===== config.mk =====
export PLATFORM = sky130hd
export DESIGN_NAME = carregador_programa_flat
export DESIGN_NICKNAME = d
export VERILOG_FILES = /design/src/rtl/processador_pkg.sv /design/src/rtl/carregador_programa_if.sv /design/src/rtl/memoria_ram.sv /design/src/rtl/carregador_programa.sv /design/src/flat_wrapper.sv
export SDC_FILE = /design/constraint.sdc
export NUM_CORES = 1
export LEC_CHECK = 0
export CORE_ASPECT_RATIO = 0.75
export CORE_UTILIZATION = 40
export DETAILED_ROUTE_END_ITERATION = 12
export PLACE_DENSITY = 0.62
export RECOVER_POWER = 50
export SYNTH_ARGS = -nofsm -noshare
export SYNTH_HDL_FRONTEND = slang
export SYNTH_SLANG_ARGS = --single-unit
export TNS_END_PERCENT = 100

===== constraint.sdc =====
create_clock -name Clock -period 2.1 [get_ports Clock]
set_input_delay 0.21 -clock Clock [delete_from_list [all_inputs] [get_ports Clock]]
set_output_delay 0.21 -clock Clock [all_outputs]
set_load 0.005 [all_outputs]

===== src/rtl/processador_pkg.sv =====
// Shared constants and types for the processor and its program loader.
// Instruction word layout: opcode in the high nibble, operando in the low nibble.
package processador_pkg;

    localparam int DATA_W    = 8;
    localparam int ADDR_W    = 4;
    localparam int MEM_DEPTH = 2 ** ADDR_W;

    typedef enum logic [1:0] {
        IDLE,
        LOAD,
        DONE
    } loaderState_t;

    localparam int OPCODE_MSB   = 7;
    localparam int OPCODE_LSB   = 4;
    localparam int OPERANDO_MSB = 3;
    localparam int OPERANDO_LSB = 0;

endpackage


===== src/rtl/carregador_programa_if.sv =====
// Loader bus: operator controls, the switch word, the processor fetch port and loader status.
// The slave modport is the loader side; the master modport is the board/processor side.
interface carregador_programa_if #(
    parameter int DATA_W = 8,
    parameter int ADDR_W = 4
);

    logic              Start;
    logic              Finish;
    logic              Strobe;
    logic [DATA_W-1:0] DataIn;
    logic [ADDR_W-1:0] RdAddr;
    logic [DATA_W-1:0] RdData;
    logic              Run;
    logic              Loading;
    logic [ADDR_W:0]   WordCount;
    logic [DATA_W-1:0] Echo;

    modport slave (
        input  Start, Finish, Strobe, DataIn, RdAddr,
        output RdData, Run, Loading, WordCount, Echo
    );

    modport master (
        output Start, Finish, Strobe, DataIn, RdAddr,
        input  RdData, Run, Loading, WordCount, Echo
    );

endinterface


===== src/rtl/memoria_ram.sv =====
// Program RAM: one write port and a registered read-first fetch port.
// With CARREGADOR_ECO_EN defined, a second registered read port drives the echo word.
module memoria_ram #(
    parameter int DATA_W = 8,
    parameter int ADDR_W = 4
) (
    input  logic              clk,
    input  logic              rst,
    input  logic              we,
    input  logic [ADDR_W-1:0] wrAddr,
    input  logic [DATA_W-1:0] wrData,
    input  logic [ADDR_W-1:0] rdAddr,
    output logic [DATA_W-1:0] rdData
`ifdef CARREGADOR_ECO_EN
    ,
    input  logic [ADDR_W-1:0] echoAddr,
    input  logic              echoZero,
    output logic [DATA_W-1:0] echoData
`endif
);

    logic [DATA_W-1:0] mem [2**ADDR_W];

    // Contents survive reset; reads see the pre-write value in a same-address cycle.
    always_ff @(posedge clk) begin
        if (we) begin
            mem[wrAddr] <= wrData;
        end
    end

    always_ff @(posedge clk) begin
        if (rst) begin
            rdData <= '0;
        end else begin
            rdData <= mem[rdAddr];
        end
    end

`ifdef CARREGADOR_ECO_EN
    always_ff @(posedge clk) begin
        if (rst || echoZero) begin
            echoData <= '0;
        end else begin
            echoData <= mem[echoAddr];
        end
    end
`endif

endmodule


===== src/rtl/carregador_programa.sv =====
// Program loader: synchronises the KEY strobe, writes one switch word per press and releases Run.
// Optional echo readback of the last written word is built when CARREGADOR_ECO_EN is defined.
module carregador_programa #(
    parameter int DATA_W      = processador_pkg::DATA_W,
    parameter int ADDR_W      = processador_pkg::ADDR_W,
    parameter int SYNC_STAGES = 2
) (
    input  logic                 Clock,
    input  logic                 Reset,
    carregador_programa_if.slave bus
);

    import processador_pkg::*;

    localparam logic [ADDR_W:0] FULL_COUNT = (ADDR_W + 1)'(2 ** ADDR_W);

    loaderState_t            state;
    logic [SYNC_STAGES-1:0]  strobeSync_p0;
    logic                    strobeEdge_p1;
    logic                    wrPulse;
    logic                    wrEn;
    logic [ADDR_W-1:0]       wrAddr;
    logic [ADDR_W:0]         wordCount;
    logic [ADDR_W:0]         wordCountNext;
    logic                    run;
    logic                    loading;

    // Stage p0: metastability chain on the raw push-button level
    always_ff @(posedge Clock) begin
        if (Reset) begin
            strobeSync_p0 <= '0;
            strobeEdge_p1 <= 1'b0;
        end else begin
            strobeSync_p0 <= {strobeSync_p0[SYNC_STAGES-2:0], bus.Strobe};
            // Stage p1: previous synchronised level for rising-edge detection
            strobeEdge_p1 <= strobeSync_p0[SYNC_STAGES-1];
        end
    end

    assign wrPulse       = strobeSync_p0[SYNC_STAGES-1] & ~strobeEdge_p1;
    assign wrEn          = (state == LOAD) && wrPulse && !bus.Start;
    assign wordCountNext = wordCount + 1'b1;

    always_ff @(posedge Clock) begin
        if (Reset) begin
            state     <= IDLE;
            wrAddr    <= '0;
            wordCount <= '0;
            run       <= 1'b0;
            loading   <= 1'b0;
        end else begin
            unique case (state)
                IDLE: begin
                    if (bus.Start) begin
                        state     <= LOAD;
                        wrAddr    <= '0;
                        wordCount <= '0;
                        loading   <= 1'b1;
                    end
                end
                LOAD: begin
                    if (bus.Start) begin
                        wrAddr    <= '0;
                        wordCount <= '0;
                    end else begin
                        if (wrPulse) begin
                            wrAddr    <= wrAddr + 1'b1;
                            wordCount <= wordCountNext;
                        end
                        // A write coinciding with Finish still lands before the exit.
                        if ((wrPulse && wordCountNext == FULL_COUNT) || bus.Finish) begin
                            state   <= DONE;
                            run     <= 1'b1;
                            loading <= 1'b0;
                        end
                    end
                end
                DONE: begin
                    if (bus.Start) begin
                        state     <= LOAD;
                        wrAddr    <= '0;
                        wordCount <= '0;
                        run       <= 1'b0;
                        loading   <= 1'b1;
                    end
                end
                default: begin
                    state   <= IDLE;
                    run     <= 1'b0;
                    loading <= 1'b0;
                end
            endcase
        end
    end

    assign bus.Run       = run;
    assign bus.Loading   = loading;
    assign bus.WordCount = wordCount;

    memoria_ram #(
        .DATA_W(DATA_W),
        .ADDR_W(ADDR_W)
    ) u_memoria (
        .clk     (Clock),
        .rst     (Reset),
        .we      (wrEn),
        .wrAddr  (wrAddr),
        .wrData  (bus.DataIn),
        .rdAddr  (bus.RdAddr),
        .rdData  (bus.RdData)
`ifdef CARREGADOR_ECO_EN
        ,
        .echoAddr(wrAddr - 1'b1),
        .echoZero(wordCount == '0),
        .echoData(bus.Echo)
`endif
    );

`ifndef CARREGADOR_ECO_EN
    assign bus.Echo = '0;
`endif

endmodule

===== src/flat_wrapper.sv =====
// flat-port wrapper written by rule: the top's interface ports become plain ports
module carregador_programa_flat import processador_pkg::*;
#(
    parameter int DATA_W      = processador_pkg::DATA_W,
    parameter int ADDR_W      = processador_pkg::ADDR_W,
    parameter int SYNC_STAGES = 2
)
  (Clock, Reset, bus_Start, bus_Finish, bus_Strobe, bus_DataIn, bus_RdAddr, bus_RdData, bus_Run, bus_Loading, bus_WordCount, bus_Echo);
  carregador_programa_if #(.DATA_W(DATA_W), .ADDR_W(ADDR_W)) bus_i ();
  input  logic Clock;
  input  logic Reset;
  input wire logic [$bits(bus_i.Start)-1:0] bus_Start;
  input wire logic [$bits(bus_i.Finish)-1:0] bus_Finish;
  input wire logic [$bits(bus_i.Strobe)-1:0] bus_Strobe;
  input wire logic [$bits(bus_i.DataIn)-1:0] bus_DataIn;
  input wire logic [$bits(bus_i.RdAddr)-1:0] bus_RdAddr;
  output wire logic [$bits(bus_i.RdData)-1:0] bus_RdData;
  output wire logic [$bits(bus_i.Run)-1:0] bus_Run;
  output wire logic [$bits(bus_i.Loading)-1:0] bus_Loading;
  output wire logic [$bits(bus_i.WordCount)-1:0] bus_WordCount;
  output wire logic [$bits(bus_i.Echo)-1:0] bus_Echo;
  assign bus_i.Start = bus_Start;
  assign bus_i.Finish = bus_Finish;
  assign bus_i.Strobe = bus_Strobe;
  assign bus_i.DataIn = bus_DataIn;
  assign bus_i.RdAddr = bus_RdAddr;
  assign bus_RdData = bus_i.RdData;
  assign bus_Run = bus_i.Run;
  assign bus_Loading = bus_i.Loading;
  assign bus_WordCount = bus_i.WordCount;
  assign bus_Echo = bus_i.Echo;
  carregador_programa #(.DATA_W(DATA_W), .ADDR_W(ADDR_W), .SYNC_STAGES(SYNC_STAGES)) u_core (.Clock(Clock), .Reset(Reset), .bus(bus_i));
endmodule

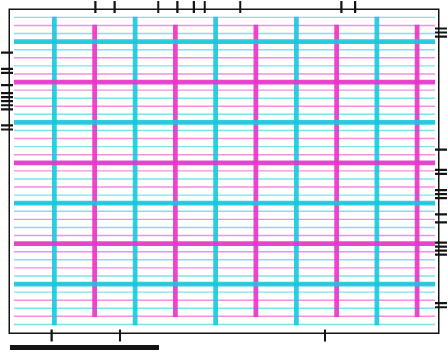
Fig. 1. Power grid.
The bar under the picture is 50 µm long. Pins as bars on the die edge.
[VDD] magenta
[VSS] cyan
met1 rails: 39
met4 straps: 10
met5 straps: 7
die width: 144.1 µm
Peak VDD IR: 500.5 µV
core area: 14640 µm²

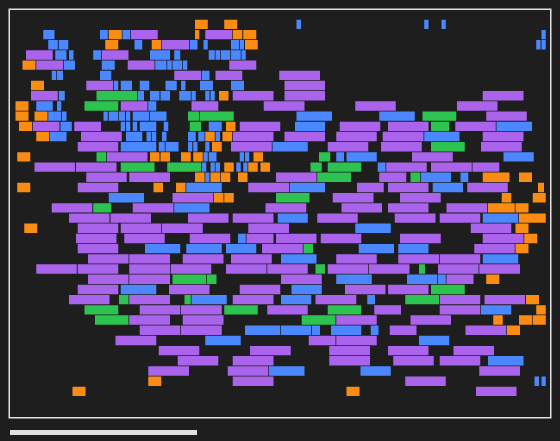
Fig. 2. Placed cells, one color a class.
The bar under the picture is 50 µm long.
[flops] purple | cells: 152 | share of their area: 61%
[other buffers and delay cells] orange | cells: 61 | share of their area: 8.0%
[combinational and other logic] blue | cells: 142 | share of their area: 23%
[clock drivers and dummy loads] green | cells: 32 | share of their area: 8.1%

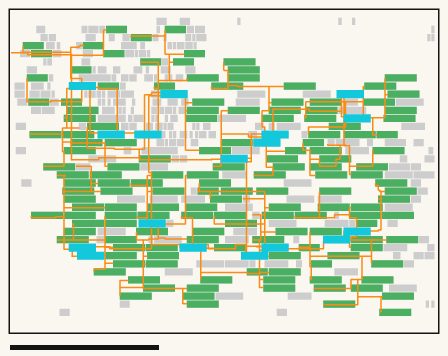
Fig. 3. Clock distribution.
The bar under the picture is 50 µm long.
[flip-flops] green | count: 152
[clock drivers] cyan | count: 17
[clock wires] orange | length: 1760 µm
flops lie: spread over the die
routed clock nets: 18
clock share of power: 0.447
P_clk: 0.00291 W

==> GITHUB_STEP_SUMMARY <==
### Metrics collected by this job

| Metric | Value |
|---|---|
| Final std cells w/o fill | `587` |
| Tap Cells | `200` |
| CTS max path bufs | `2` |
| NonClk Buf Share | `0.07708` |
| Worst path depth | `6` |
| Area after DPL | `6751 µm²` |
| Kind of end point of the critical path | `flop` |
| Final Hold Viols | `0` |
| Hpwl dp | `8.201 mm` |
| Internal | `0.005138 W` |
| Placed cell count | `555` |
| Final Util | `0.4999` |
| Detail Route Antenna Nets | `0` |
| Area grow syn2layout | `20.89%` |
| Depth of the worst register-to-register path | `6` |
| Post CTS Setup Buffer Count | `0` |
| Count leader, synth | `edfxtp_1` |
| Met3 Resource Use GR | `0.07617` |
| DR iter-0 viols | `243` |
| Number of logic gates | `138` |
| Met3 Routed Length | `1.275 mm` |
| Clock transition at path regs | `around 60 ps` |
| Pre-CTS setup slack | `-16.95 ps` |
| Congestion Overflow GR | `0` |
| Synth warn | `0` |
| Log Warnings | `31` |
| Synth Instances | `between 300 and 400` |
| Routed vias | `3013` |
| Comb area | `1594 µm²` |
| Commonest cells in the netlist | `edfxtp_1 (128), nor2_1 (25), dfxtp_1 (24), mux4_1 (24), mux4_2 (16)` |
| Synth Cell Area | `6056 µm²` |
| Register share of the cell area | `0.5907` |
| CP Class | `flop to flop` |
| Pwr dens | `888.4 nW/µm²` |
| Remaining DRCs | `0` |
| Seq. pwr | `about 0.0033 W` |
| Mean Syn Cell Area | `between 15 and 20 µm²` |
| Met2 Routed Length | `5.219 mm` |
| Post-CTS Resized | `0` |
| Top delay family on crit path | `simple AND/OR/NAND/NOR gates` |
| Critical Path AT | `between 1500 and 2000 ps` |
| Crit. Startpoint | `u_core.state[0]` |
| Worst setup margin | `287.0 ps` |
| Init Core Util | `0.4135` |
| Seq share, synth | `0.7140` |
| Root Driver | `clkbuf_16` |
| Status | `completed` |
| Post-DR wirelength/cell | `21.40 µm` |
| Main power group | `registers` |
Power and IR drop assume default switching activity.
